[src/rtl/sa_pkg.sv]
// rtl/sa_pkg.sv - shared states and constants for the systolic array host sequencer
package sa_pkg;

    typedef enum logic [2:0] {
        IDLE,
        STREAM,
        FLUSH,
        READOUT,
        RESULT
    } sa_state_e;

    // dut_uio bit positions
    localparam int READOUT_BIT = 0;
    localparam int XOR_BIT     = 1;
    localparam int HI_BIT      = 7;

    // Zero beats needed for the last pair to reach PE(N-1,N-1)
    function automatic int flush_beats(input int n);
        return 2 * n - 1;
    endfunction

endpackage

[src/rtl/sa_skew_line.sv]
// rtl/sa_skew_line.sv - triangular delay line, bit j delayed j advances
module sa_skew_line #(
    parameter int N = 8
) (
    input  logic         clk,
    input  logic         reset,
    input  logic         adv,
    input  logic [N-1:0] din,
    output logic [N-1:0] dout
);

    assign dout[0] = din[0];

    for (genvar j = 1; j < N; j++) begin : g_bit
        logic [j-1:0] sr_q;
        logic [j-1:0] sr_d;

        if (j == 1) begin : g_one
            always_comb begin
                sr_d = sr_q;
                if (adv) begin
                    sr_d = din[j];
                end
            end
        end else begin : g_many
            always_comb begin
                sr_d = sr_q;
                if (adv) begin
                    sr_d = {sr_q[j-2:0], din[j]};
                end
            end
        end

        always_ff @(posedge clk) begin
            if (reset) begin
                sr_q <= '0;
            end else begin
                sr_q <= sr_d;
            end
        end

        // Oldest stage is read before the shift, giving exactly j beats of delay
        assign dout[j] = sr_q[j-1];
    end

endmodule

[src/rtl/sa_host_sequencer.sv]
// rtl/sa_host_sequencer.sv - host initiator: skews vector pairs into the array, flushes, reads back rows
module sa_host_sequencer
    import sa_pkg::*;
#(
    parameter int N  = 8,
    parameter int CW = 5
) (
    input  logic         clk,
    input  logic         reset,
    input  logic         in_valid,
    output logic         in_ready,
    input  logic [N-1:0] in_a,
    input  logic [N-1:0] in_b,
    input  logic         in_last,
    input  logic         in_xor,
    output logic         res_valid,
    input  logic         res_ready,
    output logic [N-1:0] res_row,
    output logic [2:0]   res_idx,
    output logic         res_last,
    output logic         busy,
    output logic [7:0]   dut_ui,
    output logic [7:0]   dut_uio,
    input  logic [7:0]   dut_uo,
    output logic         dut_rst_n
);

    localparam logic [CW-1:0] FLUSH_INIT = CW'(flush_beats(N));
    localparam logic [CW-1:0] R_LAST     = CW'(N);
    localparam logic [2:0]    IDX_LAST   = 3'(N - 1);

    sa_state_e     state_q, state_d;
    logic          ph_q, ph_d;
    logic [CW-1:0] cnt_q, cnt_d;
    logic [CW-1:0] r_q, r_d;
    logic [2:0]    idx_q, idx_d;
    logic [7:0]    ui_q, ui_d;
    logic [7:0]    uio_q, uio_d;
    logic [N-1:0]  bpend_q, bpend_d;
    logic [N-1:0]  rows_q [N];
    logic [N-1:0]  rows_d [N];

    logic          accept;
    logic [N-1:0]  feed_a, feed_b;
    logic [N-1:0]  skew_a, skew_b;
    logic [2:0]    cap_idx;

    assign in_ready = ph_q && (state_q == IDLE || state_q == STREAM);
    assign accept   = in_valid && in_ready;
    assign feed_a   = accept ? in_a : '0;
    assign feed_b   = accept ? in_b : '0;
    assign cap_idx  = 3'(R_LAST - r_q);

    // Skew lines advance on every B edge; unaccepted beats shift in zeros
    sa_skew_line #(.N(N)) u_skew_a (
        .clk   (clk),
        .reset (reset),
        .adv   (ph_q),
        .din   (feed_a),
        .dout  (skew_a)
    );

    sa_skew_line #(.N(N)) u_skew_b (
        .clk   (clk),
        .reset (reset),
        .adv   (ph_q),
        .din   (feed_b),
        .dout  (skew_b)
    );

    always_comb begin
        state_d = state_q;
        ph_d    = (state_q == READOUT) ? 1'b0 : ~ph_q;
        cnt_d   = cnt_q;
        r_d     = r_q;
        idx_d   = idx_q;
        uio_d   = uio_q;
        rows_d  = rows_q;
        // B edge presents the A byte; the matching B byte is parked for the next A edge
        ui_d    = ph_q ? 8'(skew_a) : 8'(bpend_q);
        bpend_d = ph_q ? skew_b : bpend_q;

        case (state_q)
            IDLE: begin
                if (accept) begin
                    uio_d[XOR_BIT] = in_xor;
                    if (in_last) begin
                        cnt_d   = FLUSH_INIT;
                        state_d = FLUSH;
                    end else begin
                        state_d = STREAM;
                    end
                end
            end
            STREAM: begin
                if (accept && in_last) begin
                    cnt_d   = FLUSH_INIT;
                    state_d = FLUSH;
                end
            end
            FLUSH: begin
                if (ph_q) begin
                    if (cnt_q == CW'(1)) begin
                        cnt_d              = '0;
                        r_d                = '0;
                        uio_d[READOUT_BIT] = 1'b1;
                        state_d            = READOUT;
                    end else begin
                        cnt_d = cnt_q - CW'(1);
                    end
                end
            end
            READOUT: begin
                // Rows emerge bottom-first; cycle 0 output is stale
                if (r_q != '0) begin
                    rows_d[cap_idx] = dut_uo[N-1:0];
                end
                if (r_q == R_LAST) begin
                    uio_d[READOUT_BIT] = 1'b0;
                    idx_d              = '0;
                    state_d            = RESULT;
                end else begin
                    r_d = r_q + CW'(1);
                end
            end
            RESULT: begin
                if (res_ready) begin
                    if (idx_q == IDX_LAST) begin
                        idx_d   = '0;
                        state_d = IDLE;
                    end else begin
                        idx_d = idx_q + 3'd1;
                    end
                end
            end
            default: state_d = IDLE;
        endcase

        uio_d[HI_BIT] = 1'b0;
    end

    always_ff @(posedge clk) begin
        if (reset) begin
            state_q <= IDLE;
            ph_q    <= 1'b0;
            cnt_q   <= '0;
            r_q     <= '0;
            idx_q   <= '0;
            ui_q    <= '0;
            uio_q   <= '0;
            bpend_q <= '0;
            rows_q  <= '{default: '0};
        end else begin
            state_q <= state_d;
            ph_q    <= ph_d;
            cnt_q   <= cnt_d;
            r_q     <= r_d;
            idx_q   <= idx_d;
            ui_q    <= ui_d;
            uio_q   <= uio_d;
            bpend_q <= bpend_d;
            rows_q  <= rows_d;
        end
    end

    assign res_valid = (state_q == RESULT);
    assign res_row   = rows_q[idx_q];
    assign res_idx   = idx_q;
    assign res_last  = res_valid && (idx_q == IDX_LAST);
    assign busy      = (state_q != IDLE);
    assign dut_ui    = ui_q;
    assign dut_uio   = uio_q;
    assign dut_rst_n = ~reset;

endmodule
[config.mk]
export PLATFORM = sky130hd
export DESIGN_NAME = sa_host_sequencer
export DESIGN_NICKNAME = d
export VERILOG_FILES = /design/src/rtl/sa_pkg.sv /design/src/rtl/sa_skew_line.sv /design/src/rtl/sa_host_sequencer.sv
export SDC_FILE = /design/constraint.sdc
export NUM_CORES = 1
export LEC_CHECK = 0
export CAP_MARGIN = 20
export CORE_ASPECT_RATIO = 1.1
export CORE_MARGIN = 4
export CORE_UTILIZATION = 57
export DETAILED_ROUTE_END_ITERATION = 12
export HOLD_SLACK_MARGIN = 0.05
export PLACE_DENSITY = 0.79
export RECOVER_POWER = 25
export SKIP_CTS_REPAIR_TIMING = 1
export SLEW_MARGIN = 20
export SYNTH_ARGS = -nofsm -noshare
export SYNTH_HDL_FRONTEND = slang
export SYNTH_HIERARCHICAL = 1
export SYNTH_SLANG_ARGS = --single-unit
[constraint.sdc]
create_clock -name clk -period 2.65 [get_ports clk]
set_input_delay 0.3975 -clock clk [delete_from_list [all_inputs] [get_ports clk]]
set_output_delay 0.3975 -clock clk [all_outputs]
set_load 0.01 [all_outputs]
**Run 1: placement view**

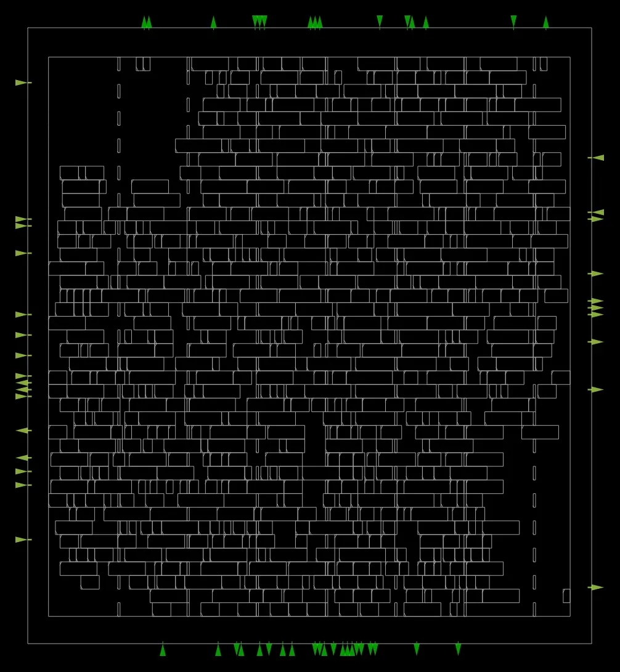
tap cells: 150
Final Non-Filler Cells: 845

**Run 1: the metal 3 layer**

Bar = 20 µm.
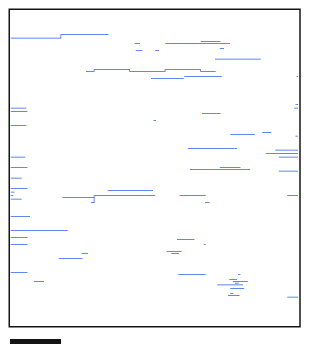
longest straight run	24.8 µm
main direction	horizontal
nets with wire on the layer	47
wire length on this layer	521 µm
total wire length: 13.1 mm
met3 Usage GRT: 0.0542

==> metrics.cfg, run 1 <==
[run_status]
outcome = finished with violations
violations = capacitance limit, slew limit

[cts]
clkLatencyLatePin_ns = 0.42
cts-root-buf = clkbuf_16
cts.reportedPaths.clkPinSlew_ns = 0.06

[die]
die_w_um = 112
floorplan.core_util = 0.589
ios = 62

[run]
max_cap_violations = 1
warnings = 28

[yosys]
ys_chip_area_um2 = 6830
postSynthSeqShare = 0.454
synth_area_um2 = 6830
simple_gate_share = 0.172

[finish]
nNonClkInverters = 8
synthToLayoutAreaGrowth_pct = 15.4
sh_seq_area = 0.394
final_nets = 718
nClkBuffers = 17
comb_share = 0.414
area_share_clock_buf_inv = 0.0719
lay_top_cells = dfxtp_1 (153), nor2_1 (133), mux2i_1 (121), clkdlybuf4s50_1 (45), nand2_1 (23)

[global_routing]
grt_first_pass_wirelength_mm = 21.7
antenna_found_initial = 0
grt_use_total = 0.196

[timing]
final.setup_skew_ns = 0.00704
hold_viol_final = 0
timing.hold.ws_ns = 0.233
maxSlewHeadroom = -0.00215
finalMaxSlewViolations = 60

[detailed_routing]
ant_nets = 0

[power]
power_density_nw_per_um2 = 625
p_total_mw = 4.92

[critical_path]
path_cells = buf_4 -> ha_1 -> ha_1 -> and2_1 -> clkdlybuf4s50_1
worst_setup_path_end_kind = output port
required_ns = 2.25
cp_slowest_cell = clkdlybuf4s50_1

**Run 1: close-up of the layout**

Window x 36 to 76, y 17 to 57 µm. Cells in grey, sequential cells in the stronger grey; small squares are vias.
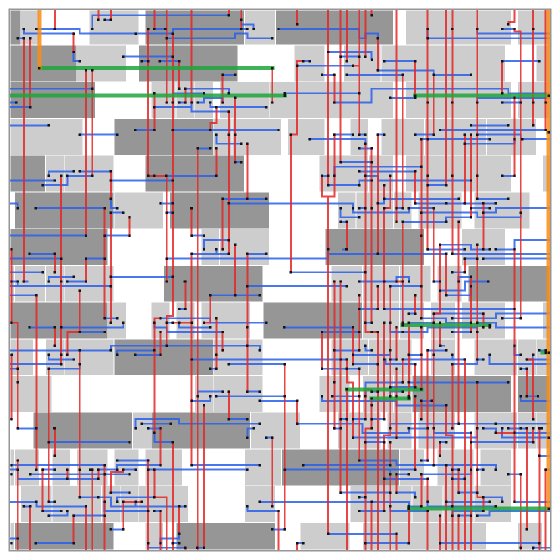
colour	layer
blue	metal 1
orange	metal 4
green	metal 3
red	metal 2
netlist names of flops here include	u_skew_a/g_bit.sr_q (13), state_q (3), dut_ui (2)
sequential cells in the window	22
most frequent	dfxtp_1 (20), nor2_1 (17), mux2i_1 (15)
cells with their middle in the window	118

[run 1: worst max-delay path, delay by kind of cell (launching register included)]
kind                     cells  cell delay, ns
AND/OR/NAND/NOR              1            0.20
adder cells (fa/ha/maj)      2            0.40
flip-flops                   1            0.31
buffers and inverters        2            0.81
[run 1: per-layer routing]
layer | vias up | part of all wire
met5 | - | 0
met4 | 0 | 0.013
met3 | 14 | 0.040
met2 | 92 | 0.52
met1 | 2243 | 0.42
li1 | 2288 | -
[run 1: power breakdown]
| part | internal (mW) | switching [mW] |
|---|---|---|
| combinational | 0.115 | 0.137 |
| clock | 1.31 | 1.00 |
| sequential | 2.34 | 0.0154 |
[run 1: sequential cells by signal, indices dropped and copies added, names as in the netlist]
register,cells
state_q,3
ph_q,1
res_idx,3
u_skew_a/g_bit.sr_q,28
cnt_q,5
dut_ui,8
rows_q,64
r_q,5
dut_uio,2
u_skew_b/g_bit.sr_q,28
bpend_q,8
[run 1: cell families (layout without fill, tap and decap cells)]
| logic type | count (synthesis) | count (layout) |
|---|---|---|
| flip-flops | 155 | 155 |
| XOR/XNOR | 6 | 6 |
| multiplexers | 145 | 145 |
| AND-OR/OR-AND | 45 | 45 |
| adder cells (fa/ha/maj) | 6 | 6 |
| AND/OR/NAND/NOR | 220 | 220 |
| buffers and inverters | 77 | 112 |
| other | 1 | 6 |
[run 1: final timing paths]
check	start	to	cells after the start
max	res_idx[1]	res_last	5
min	reset	cnt_q[2]	2
max reg2reg	ph_q	u_skew_b/g_bit[3].sr_q[0]	4
min reg2reg	u_skew_b/g_bit[7].sr_q[6]	bpend_q[7]	2
[run 1: metrics by stage]
step	TNS (ns)	worst slack, ns
floorplan	0	0.478
finish	0	0.119
global placement	0	0.369
detailed placement	0	0.331
global route	0	0.00995
CTS	-0.844	-0.132
## Run 2: what changed since run 1
--- a/config.mk
+++ b/config.mk
@@ -5,13 +5,13 @@
 export SDC_FILE = /design/constraint.sdc
 export NUM_CORES = 1
 export LEC_CHECK = 0
+export ABC_AREA = 1
 export CAP_MARGIN = 20
 export CORE_ASPECT_RATIO = 1.1
-export CORE_MARGIN = 4
-export CORE_UTILIZATION = 57
+export CORE_UTILIZATION = 58
 export DETAILED_ROUTE_END_ITERATION = 12
 export HOLD_SLACK_MARGIN = 0.05
-export PLACE_DENSITY = 0.79
+export PLACE_DENSITY = 0.8
 export RECOVER_POWER = 25
 export SKIP_CTS_REPAIR_TIMING = 1
 export SLEW_MARGIN = 20
**Run 2: the metal 3 layer**

Bar = 20 µm.
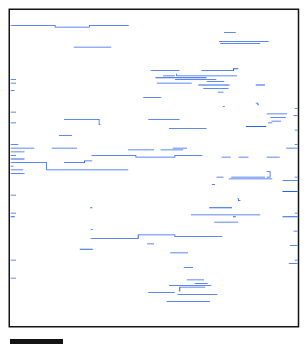
share of all routed wire	5.0%
wire length on this layer	756 µm
longest straight run	30.6 µm

==> metrics.cfg, run 2 <==
[critical_path]
r2r_cells = 6
timing.rr.end = cnt_q[0]
critPathCapture = res_row[7]
worstSetupPathType = register to output port
cp_slowest_cell = clkdlybuf4s50_1
worst_setup_path_end_kind = output port
worst-path-stages = 7
required_ns = 2.25
crit_start = res_idx[0]
path_delay_family = buffers and inverters
r2r_start = ph_q
cp.buffers_inverters = 3
path_cells = inv_1 -> buf_6 -> nor2_1 -> o21ai_0 -> a21oi_1 -> a31oi_1 -> clkdlybuf4s50_1

[placed_design]
place_ws_ns = 0.312
placed_area_um2 = 7630

[timing]
finalMaxSlewViolations = 0
final.setup_skew_ns = 0.0112
maxSlewHeadroom = 0.285
hold_viol_final = 0
timing.hold.ws_ns = 0.449
fin_crit_ns = 2.50
worst_slack_ns = 0.149

[run_status]
outcome = complete, no violations

[finish]
regMostFlops = rows_q
fin_area_um2 = 8280
largest_reg_flops = 64
synthToLayoutAreaGrowth_pct = 14.7
lay_top_cells = nor2_1 (334), nand2_1 (207), dfxtp_1 (152), o21ai_0 (104), inv_1 (101)
final_nets = 1140
drive_above_1_share = 0.0689
top_regs = rows_q: 64 flops, u_skew_a/g_bit.sr_q: 28 flops, u_skew_b/g_bit.sr_q: 28 flops

[detailed_routing]
wirelength_mm = 15.1
drt-pass1-iter-count = 4
ant_nets = 0
viasPerCell = 4.96

[run]
max_cap_violations = 0
warnings = 28

[power]
power_density_nw_per_um2 = 773
p_total_mw = 6.40

[yosys]
ys_chip_area_um2 = 7220
synth_area_um2 = 7220
postSynthSeqShare = 0.430

[global_routing]
grt_use_total = 0.245
grt-ovfl-total = 0
antenna_found_initial = 0
grt_first_pass_wirelength_mm = 25.0

[die]
floorplan.core_util = 0.597
ios = 62
die_h_um = 119
die_w_um = 108
rows = 42

[cts]
cts-root-buf = clkbuf_16
clkLatencyLatePin_ns = 0.43
cts.reportedPaths.clkPinSlew_ns = 0.06

[hold_path]
min_delay_path_depth = 2

run 2: netlist changes by cell type in the layout (fill, tap and decap cells not counted), sizes merged, moves of 13 or more:
cell   change
inv      +101
mux2i    -121
a21oi     +17
and2      -17
mux4      -16
nor2     +205
nand3     +13
o21ai    +101
nand2    +193
run 2: kinds of logic after synthesis:
logic type      count (synthesis)  synth area share
buf+inv                       180             0.126
compound gates                154             0.110
xor+xnor                        3           0.00364
flops                         155             0.430
simple gates                  574             0.320
other cells                     1          0.000519
fa+ha+maj                       6            0.0104
run 2: area by class of cell:
type                       count  area (µm²)
clock inverter                13         153
multi-input combinational    743        3200
clock buffer                  19         453
timing repair inverter         1        7.51
inverter                     117         484
timing repair buffer          69         677
sequential                   155        3110
tap                          154         193
fill                        1078        3810
run 2: metal layers:
metal  track usage  up-vias  part of all wire
met5             0        -                 0
met1         0.301     2805              0.44
li1              -     3325                 -
met4        0.0718        0             0.014
met2         0.419      154              0.49
met3        0.0635       21             0.050
run 2: power breakdown:
group          internal [mW]  switching, mW
combinational          0.500          0.765
sequential              2.53          0.144
clock                   1.46           1.00
run 2: how the worst min path moves through the flow:
stage	start	end	slack (ns)
final	dut_uio[1]	dut_uio[1]	0.45
after global routing	u_skew_a/g_bit[6].sr_q[4]	u_skew_a/g_bit[6].sr_q[4]	0.48
after CTS	dut_uio[1]	dut_uio[1]	0.46
after detailed placement	dut_uio[1]	dut_uio[1]	0.45
after global placement	dut_uio[1]	dut_uio[1]	0.44
after floorplan	rows_q[32]	rows_q[32]	0.45
run 2: per-stage QoR:
step | setup TNS (ns) | cells
finish | 0 | 1271
global route | -0.00000466 | 1271
CTS | -0.923 | 1265
detailed placement | 0 | 1233
global placement | 0 | 1233
floorplan | 0 | 1078
Power is estimated from default activity; no workload was simulated.
